[config.mk]
export PLATFORM = sky130hd
export DESIGN_NAME = alu_mdu
export DESIGN_NICKNAME = d
export VERILOG_FILES = /design/src/rtl/alu_mdu.sv
export SDC_FILE = /design/constraint.sdc
export NUM_CORES = 1
export LEC_CHECK = 0
export CAP_MARGIN = 20
export CORE_MARGIN = 1
export CORE_UTILIZATION = 55
export CTS_CLUSTER_DIAMETER = 150
export DETAILED_ROUTE_END_ITERATION = 7
export GPL_TIMING_DRIVEN = 0
export PLACE_DENSITY_LB_ADDON = 0.2
export REMOVE_ABC_BUFFERS = 1
export SETUP_SLACK_MARGIN = 0.1
export SLEW_MARGIN = 20
export SYNTH_ARGS = -nofsm -noshare
export SYNTH_HDL_FRONTEND = slang
export SYNTH_SLANG_ARGS = --single-unit
[constraint.sdc]
create_clock -name clk -period 18.71 [get_ports clk]
set_clock_uncertainty 0.1 [all_clocks]
set_input_delay 3.742 -clock clk [delete_from_list [all_inputs] [get_ports clk]]
set_output_delay 3.742 -clock clk [all_outputs]
set_load 0.005 [all_outputs]
[src/rtl/alu_mdu.sv]
`default_nettype none
// ============================================================================
// Module   : alu_mdu
// Purpose  : EX-stage integer/branch ALU with a registered 1-cycle result,
//            plus iterative RV32M multiply/divide with fixed XLEN+1 latency.
//            Build macro ALU_MDU_DIV_EN enables the divider (ops 20-23).
// Revision : 1.0 - initial release
// ============================================================================
module alu_mdu #(
    parameter int XLEN    = 32,
    parameter int SHAMT_W = $clog2(XLEN),
    parameter int OP_W    = 5
) (
    input  logic            clk,
    input  logic            rst,
    input  logic            in_valid,
    output logic            in_ready,
    input  logic            flush,
    input  logic            alub_sel,
    input  logic [OP_W-1:0] alu_op,
    input  logic [XLEN-1:0] rD1,
    input  logic [XLEN-1:0] rD2,
    input  logic [XLEN-1:0] imm,
    output logic            out_valid,
    output logic [XLEN-1:0] C,
    output logic            f
);
    localparam int         c_CNT_W = $clog2(XLEN);
    localparam logic [1:0] c_IDLE  = 2'd0;
    localparam logic [1:0] c_MUL   = 2'd1;
    localparam logic [1:0] c_FIX   = 2'd3;
`ifdef ALU_MDU_DIV_EN
    localparam logic [1:0] c_DIV   = 2'd2;
`endif

    logic [1:0]         r_state, w_state_nxt;
    logic [c_CNT_W-1:0] r_cnt;
    logic               r_out_valid, r_f, r_neg;
    logic [XLEN-1:0]    r_c, r_hi, r_lo, r_mcand;
    logic [1:0]         r_sub;

    logic [XLEN-1:0]    w_b, w_diff, w_alu_c, w_abs_a, w_abs_b, w_fix;
    logic [SHAMT_W-1:0] w_shamt;
    logic               w_alu_f, w_lt, w_ltu, w_eq;
    logic               w_is_mul, w_long, w_last, w_a_signed, w_b_signed, w_sa, w_sb;
    logic [XLEN:0]      w_mul_sum;
    logic [2*XLEN-1:0]  w_prod;

    assign w_b     = alub_sel ? imm : rD2;
    assign w_diff  = rD1 - w_b;
    assign w_shamt = w_b[SHAMT_W-1:0];
    assign w_lt    = $signed(rD1) < $signed(w_b);
    assign w_ltu   = rD1 < w_b;
    assign w_eq    = rD1 == w_b;

    always_comb begin
        w_alu_c = '0;
        w_alu_f = 1'b0;
        case (alu_op)
            OP_W'(0):  w_alu_c = rD1 + w_b;
            OP_W'(1):  w_alu_c = w_diff;
            OP_W'(2):  w_alu_c = rD1 & w_b;
            OP_W'(3):  w_alu_c = rD1 | w_b;
            OP_W'(4):  w_alu_c = rD1 ^ w_b;
            OP_W'(5):  w_alu_c = rD1 << w_shamt;
            OP_W'(6):  w_alu_c = rD1 >> w_shamt;
            OP_W'(7):  w_alu_c = $signed(rD1) >>> w_shamt;
            OP_W'(8):  w_alu_c = {{(XLEN-1){1'b0}}, w_lt};
            OP_W'(9):  w_alu_c = {{(XLEN-1){1'b0}}, w_ltu};
            OP_W'(10): begin w_alu_c = w_diff; w_alu_f = w_eq;   end
            OP_W'(11): begin w_alu_c = w_diff; w_alu_f = ~w_eq;  end
            OP_W'(12): begin w_alu_c = w_diff; w_alu_f = w_lt;   end
            OP_W'(13): begin w_alu_c = w_diff; w_alu_f = ~w_lt;  end
            OP_W'(14): begin w_alu_c = w_diff; w_alu_f = w_ltu;  end
            OP_W'(15): begin w_alu_c = w_diff; w_alu_f = ~w_ltu; end
            default:   ;
        endcase
    end

    // Operands are stored as magnitudes; the sign is restored in FIX.
    assign w_is_mul = (alu_op >= OP_W'(16)) && (alu_op <= OP_W'(19));
`ifdef ALU_MDU_DIV_EN
    logic            w_is_div;
    logic            r_is_div, r_sgn_a, r_b_zero;
    logic [XLEN:0]   w_div_shift, w_div_diff;
    assign w_is_div    = (alu_op >= OP_W'(20)) && (alu_op <= OP_W'(23));
    assign w_long      = w_is_mul | w_is_div;
    assign w_a_signed  = w_is_div ? ~alu_op[0] : (alu_op[1:0] != 2'b11);
    assign w_b_signed  = w_is_div ? ~alu_op[0] : ~alu_op[1];
    assign w_div_shift = {r_hi, r_lo[XLEN-1]};
    assign w_div_diff  = w_div_shift - {1'b0, r_mcand};
`else
    assign w_long      = w_is_mul;
    assign w_a_signed  = alu_op[1:0] != 2'b11;
    assign w_b_signed  = ~alu_op[1];
`endif
    assign w_sa      = w_a_signed & rD1[XLEN-1];
    assign w_sb      = w_b_signed & w_b[XLEN-1];
    assign w_abs_a   = w_sa ? -rD1 : rD1;
    assign w_abs_b   = w_sb ? -w_b : w_b;
    assign w_last    = r_cnt == c_CNT_W'(XLEN-1);
    assign w_mul_sum = {1'b0, r_hi} + (r_lo[0] ? {1'b0, r_mcand} : {(XLEN+1){1'b0}});
    assign w_prod    = r_neg ? -{r_hi, r_lo} : {r_hi, r_lo};

    // Signed overflow (MIN / -1) falls out of the magnitude datapath naturally.
    always_comb begin
        w_fix = (r_sub == 2'b00) ? w_prod[XLEN-1:0] : w_prod[2*XLEN-1:XLEN];
`ifdef ALU_MDU_DIV_EN
        if (r_is_div) begin
            if (r_sub[1])      w_fix = r_sgn_a ? -r_hi : r_hi;
            else if (r_b_zero) w_fix = '1;
            else               w_fix = r_neg ? -r_lo : r_lo;
        end
`endif
    end

    always_ff @(posedge clk) begin
        if (rst) r_state <= c_IDLE;
        else     r_state <= w_state_nxt;
    end

    always_comb begin
        w_state_nxt = r_state;
        if (flush) begin
            w_state_nxt = c_IDLE;
        end else begin
            case (r_state)
                c_IDLE: begin
                    if (in_valid && w_is_mul) w_state_nxt = c_MUL;
`ifdef ALU_MDU_DIV_EN
                    if (in_valid && w_is_div) w_state_nxt = c_DIV;
`endif
                end
                c_MUL:   if (w_last) w_state_nxt = c_FIX;
`ifdef ALU_MDU_DIV_EN
                c_DIV:   if (w_last) w_state_nxt = c_FIX;
`endif
                c_FIX:   w_state_nxt = c_IDLE;
                default: w_state_nxt = c_IDLE;
            endcase
        end
    end

    always_comb begin
        in_ready = (r_state == c_IDLE);
    end

    always_ff @(posedge clk) begin
        if (rst) begin
            r_out_valid <= 1'b0;
            r_c         <= '0;
            r_f         <= 1'b0;
            r_cnt       <= '0;
            r_hi        <= '0;
            r_lo        <= '0;
            r_mcand     <= '0;
            r_neg       <= 1'b0;
            r_sub       <= 2'b00;
`ifdef ALU_MDU_DIV_EN
            r_is_div    <= 1'b0;
            r_sgn_a     <= 1'b0;
            r_b_zero    <= 1'b0;
`endif
        end else begin
            r_out_valid <= 1'b0;
            if (flush) begin
                r_cnt <= '0;
            end else begin
                case (r_state)
                    c_IDLE: begin
                        if (in_valid && w_long) begin
                            r_hi     <= '0;
                            r_lo     <= w_abs_a;
                            r_mcand  <= w_abs_b;
                            r_neg    <= w_sa ^ w_sb;
                            r_sub    <= alu_op[1:0];
                            r_cnt    <= '0;
`ifdef ALU_MDU_DIV_EN
                            r_is_div <= w_is_div;
                            r_sgn_a  <= w_sa;
                            r_b_zero <= (w_b == '0);
`endif
                        end else if (in_valid) begin
                            r_c         <= w_alu_c;
                            r_f         <= w_alu_f;
                            r_out_valid <= 1'b1;
                        end
                    end
                    c_MUL: begin
                        r_hi  <= w_mul_sum[XLEN:1];
                        r_lo  <= {w_mul_sum[0], r_lo[XLEN-1:1]};
                        r_cnt <= r_cnt + c_CNT_W'(1);
                    end
`ifdef ALU_MDU_DIV_EN
                    c_DIV: begin
                        if (!w_div_diff[XLEN]) begin
                            r_hi <= w_div_diff[XLEN-1:0];
                            r_lo <= {r_lo[XLEN-2:0], 1'b1};
                        end else begin
                            r_hi <= w_div_shift[XLEN-1:0];
                            r_lo <= {r_lo[XLEN-2:0], 1'b0};
                        end
                        r_cnt <= r_cnt + c_CNT_W'(1);
                    end
`endif
                    c_FIX: begin
                        r_c         <= w_fix;
                        r_f         <= 1'b0;
                        r_out_valid <= 1'b1;
                    end
                    default: ;
                endcase
            end
        end
    end

    assign out_valid = r_out_valid;
    assign C         = r_c;
    assign f         = r_f;
endmodule
`default_nettype wire

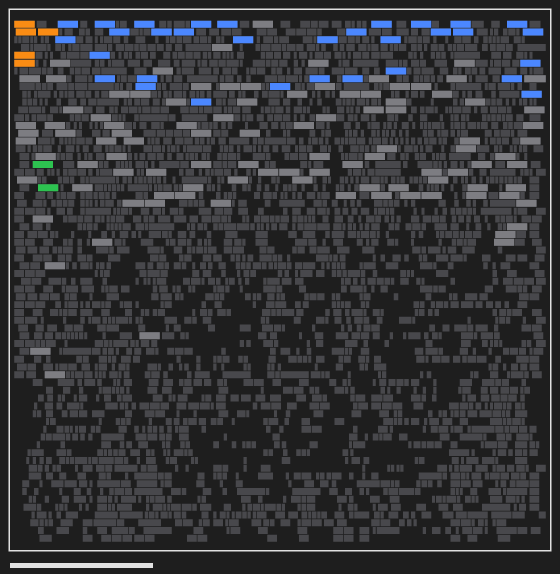
Figure 1: where the registers sit.
Bar = 50 um. Other sequential cells in the stronger grey, the rest of the logic in the fainter grey.
- blue: r_hi (flops 32; where a horizontal strip, top)
- green: r_sub (flops 2)
- orange: r_cnt (flops 5; where top left)

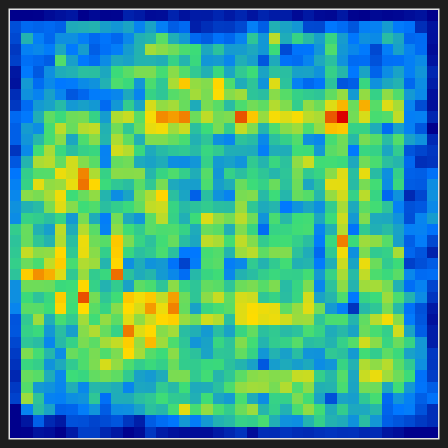
Figure 2: routed metal per tile.
38 x 38 tiles, from dark blue (low) to red (high), scaled to the fullest tile. Values are wire area over tile area, all layers added.
- fullest tile: 1.0
- tiles over half the peak: 34%
- mean over tiles: 0.44
- nearly empty tiles: 1.7%
- densest ninth of the die: left middle

==> impl_metrics.ini <==
; synthesis and place-and-route metrics
[outcome]
run_status = completed

[yosys]
edf_count = 0
yosys_cells = 2765
ys_chip_area_sq_um = 19100
synthesis.area_sq_um = 19100

[clock_tree]
post_cts_resized = 0
cts_max_path_buffers = 2
cts_tree = done
clkTransAtPathRegs_ps = 70
insertion_delay_ps = 450
cts_sinks = 140

[die]
fp_util_pct = 56.5

[placement]
place.gp.congestion = 1.06

[power_and_ir_drop]
p_comb_share_pct = 44.4
peakVddDrop_uv = 74.5

[route]
routed_wl_mm = 86.7
drt_iter0_markers = 3537

[setup_path]
required_ps = 18900
crit_path_top_delay_cell = o41ai_1
cpMostUsedCell = a211oi_1

[timing]
setup_viol = 0
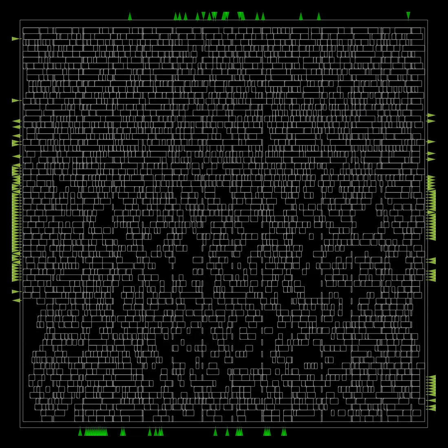
Figure 3: cell outlines without signal wires.
Well Taps: 448
Flops: 140

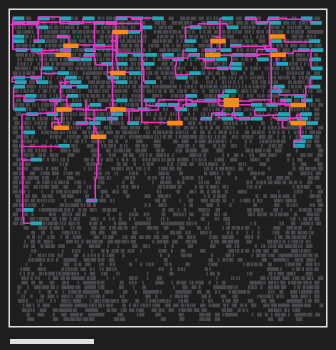
Figure 4: clock wires, drivers and flops.
Bar = 50 um.
- orange: clock drivers (count 17)
- magenta: clock wires (length 2,090 um)
- cyan: flip-flops (count 140)
- routed clock nets: 18

cell usage after synthesis (28+ instances only):
cell type    n
nand2_1    354
nor2_1     270
a21oi_1    259
o21ai_0    194
clkbuf_1   174
mux2i_1    148
dfxtp_1    140
ha_1       140
inv_1      106
xnor2_1    102
nor3_1      63
nand3_1     49
a31oi_1     47
a22oi_1     46
o211ai_1    42
a211oi_1    41
and2_1      38
xor2_1      34
a221oi_1    32
a21o_1      30
and3_1      28
critical path: cells and delay by family:
family	cells	cell delay, ps
fa+ha+maj	2	600
compound gates	7	3240
mux	1	120
simple gates	3	710
buf+inv	4	1020
flip-flops by register name, summed over array words and instances (netlist names):
name and flops:
C 32, f 1, out_valid 1, r_cnt 5, r_hi 32, r_lo 32, r_mcand 32, r_neg 1
r_state 2, r_sub 2
power groups by stage:
stage	Sequential [uW]	Combinational, uW	Clock (uW)
after floorplan	316	299	0
after global placement	317	478	0
after detailed placement	317	495	0
after CTS	311	498	344
after global routing	311	549	356
final	311	526	347
cells in the final DEF, fill, tap and decap left out, drive strengths merged, types with 11 or more instances in the layout:
cell,netlist,final
nand2,354,354
nor2,270,270
a21oi,259,259
o21ai,199,199
mux2i,149,149
ha,140,140
dfxtp,140,140
clkdlybuf4s50,0,137
inv,107,109
xnor2,102,102
nor3,63,63
nand3,49,49
a31oi,47,47
a22oi,46,46
o211ai,43,43
a211oi,41,41
and2,41,41
buf,25,39
xor2,34,34
a221oi,32,32
a21o,30,30
and3,28,28
nor4,28,28
or3,27,27
o31ai,26,26
nand2b,20,20
o221ai,19,19
clkbuf,174,19
o41ai,17,17
or4,17,17
nand4,16,16
o21bai,16,16
nor2b,13,13
a221o,12,12
o2111ai,12,12
a211o,11,11
a32oi,11,11
final timing paths:
kind            endpoint  slack [ps]  depth (start not counted)        start
max                C[26]        9410                         17       imm[0]
min reg2reg  r_mcand[14]         350                          2  r_mcand[14]
min          r_mcand[14]         350                          2  r_mcand[14]
max reg2reg        C[24]       13540                         12      r_lo[0]
per-layer routing:
metal | wire [um] | vias to the layer above | GRT usage [%]
met5 | 0 | - | 0
met4 | 6490 | 0 | 29.5
met3 | 10700 | 446 | 12.0
met2 | 36000 | 1833 | 71.4
met1 | 33500 | 10826 | 61.2
li1 | - | 10130 | -
final cells by class:
cell class / count / share of cell area (%)
Clock buffer: 19 / 2.04
Antenna cell: 1 / 0.0115
Tap cell: 448 / 2.59
Sequential cell: 140 / 12.9
Timing Repair Buffer: 176 / 9.12
Clock inverter: 13 / 0.652
Multi-Input combinational cell: 2316 / 70.7
Inverter: 110 / 1.90
metrics by stage:
step	area, sq um	power [uW]
after floorplan	18400	615
after global placement	20300	796
after detailed placement	21100	812
after CTS	21700	1150
after global routing	21700	1220
final	21700	1180
logic make-up after synthesis:
logic type	count (synthesis)	share of synthesized area, %
AND/OR/NAND/NOR	963	23.3
multiplexers	166	9.28
adder cells (fa/ha/maj)	143	9.46
buffers and inverters	309	6.16
XOR/XNOR	136	6.22
AND-OR/OR-AND	908	30.9
flip-flops	140	14.6
Power and IR drop assume default switching activity.
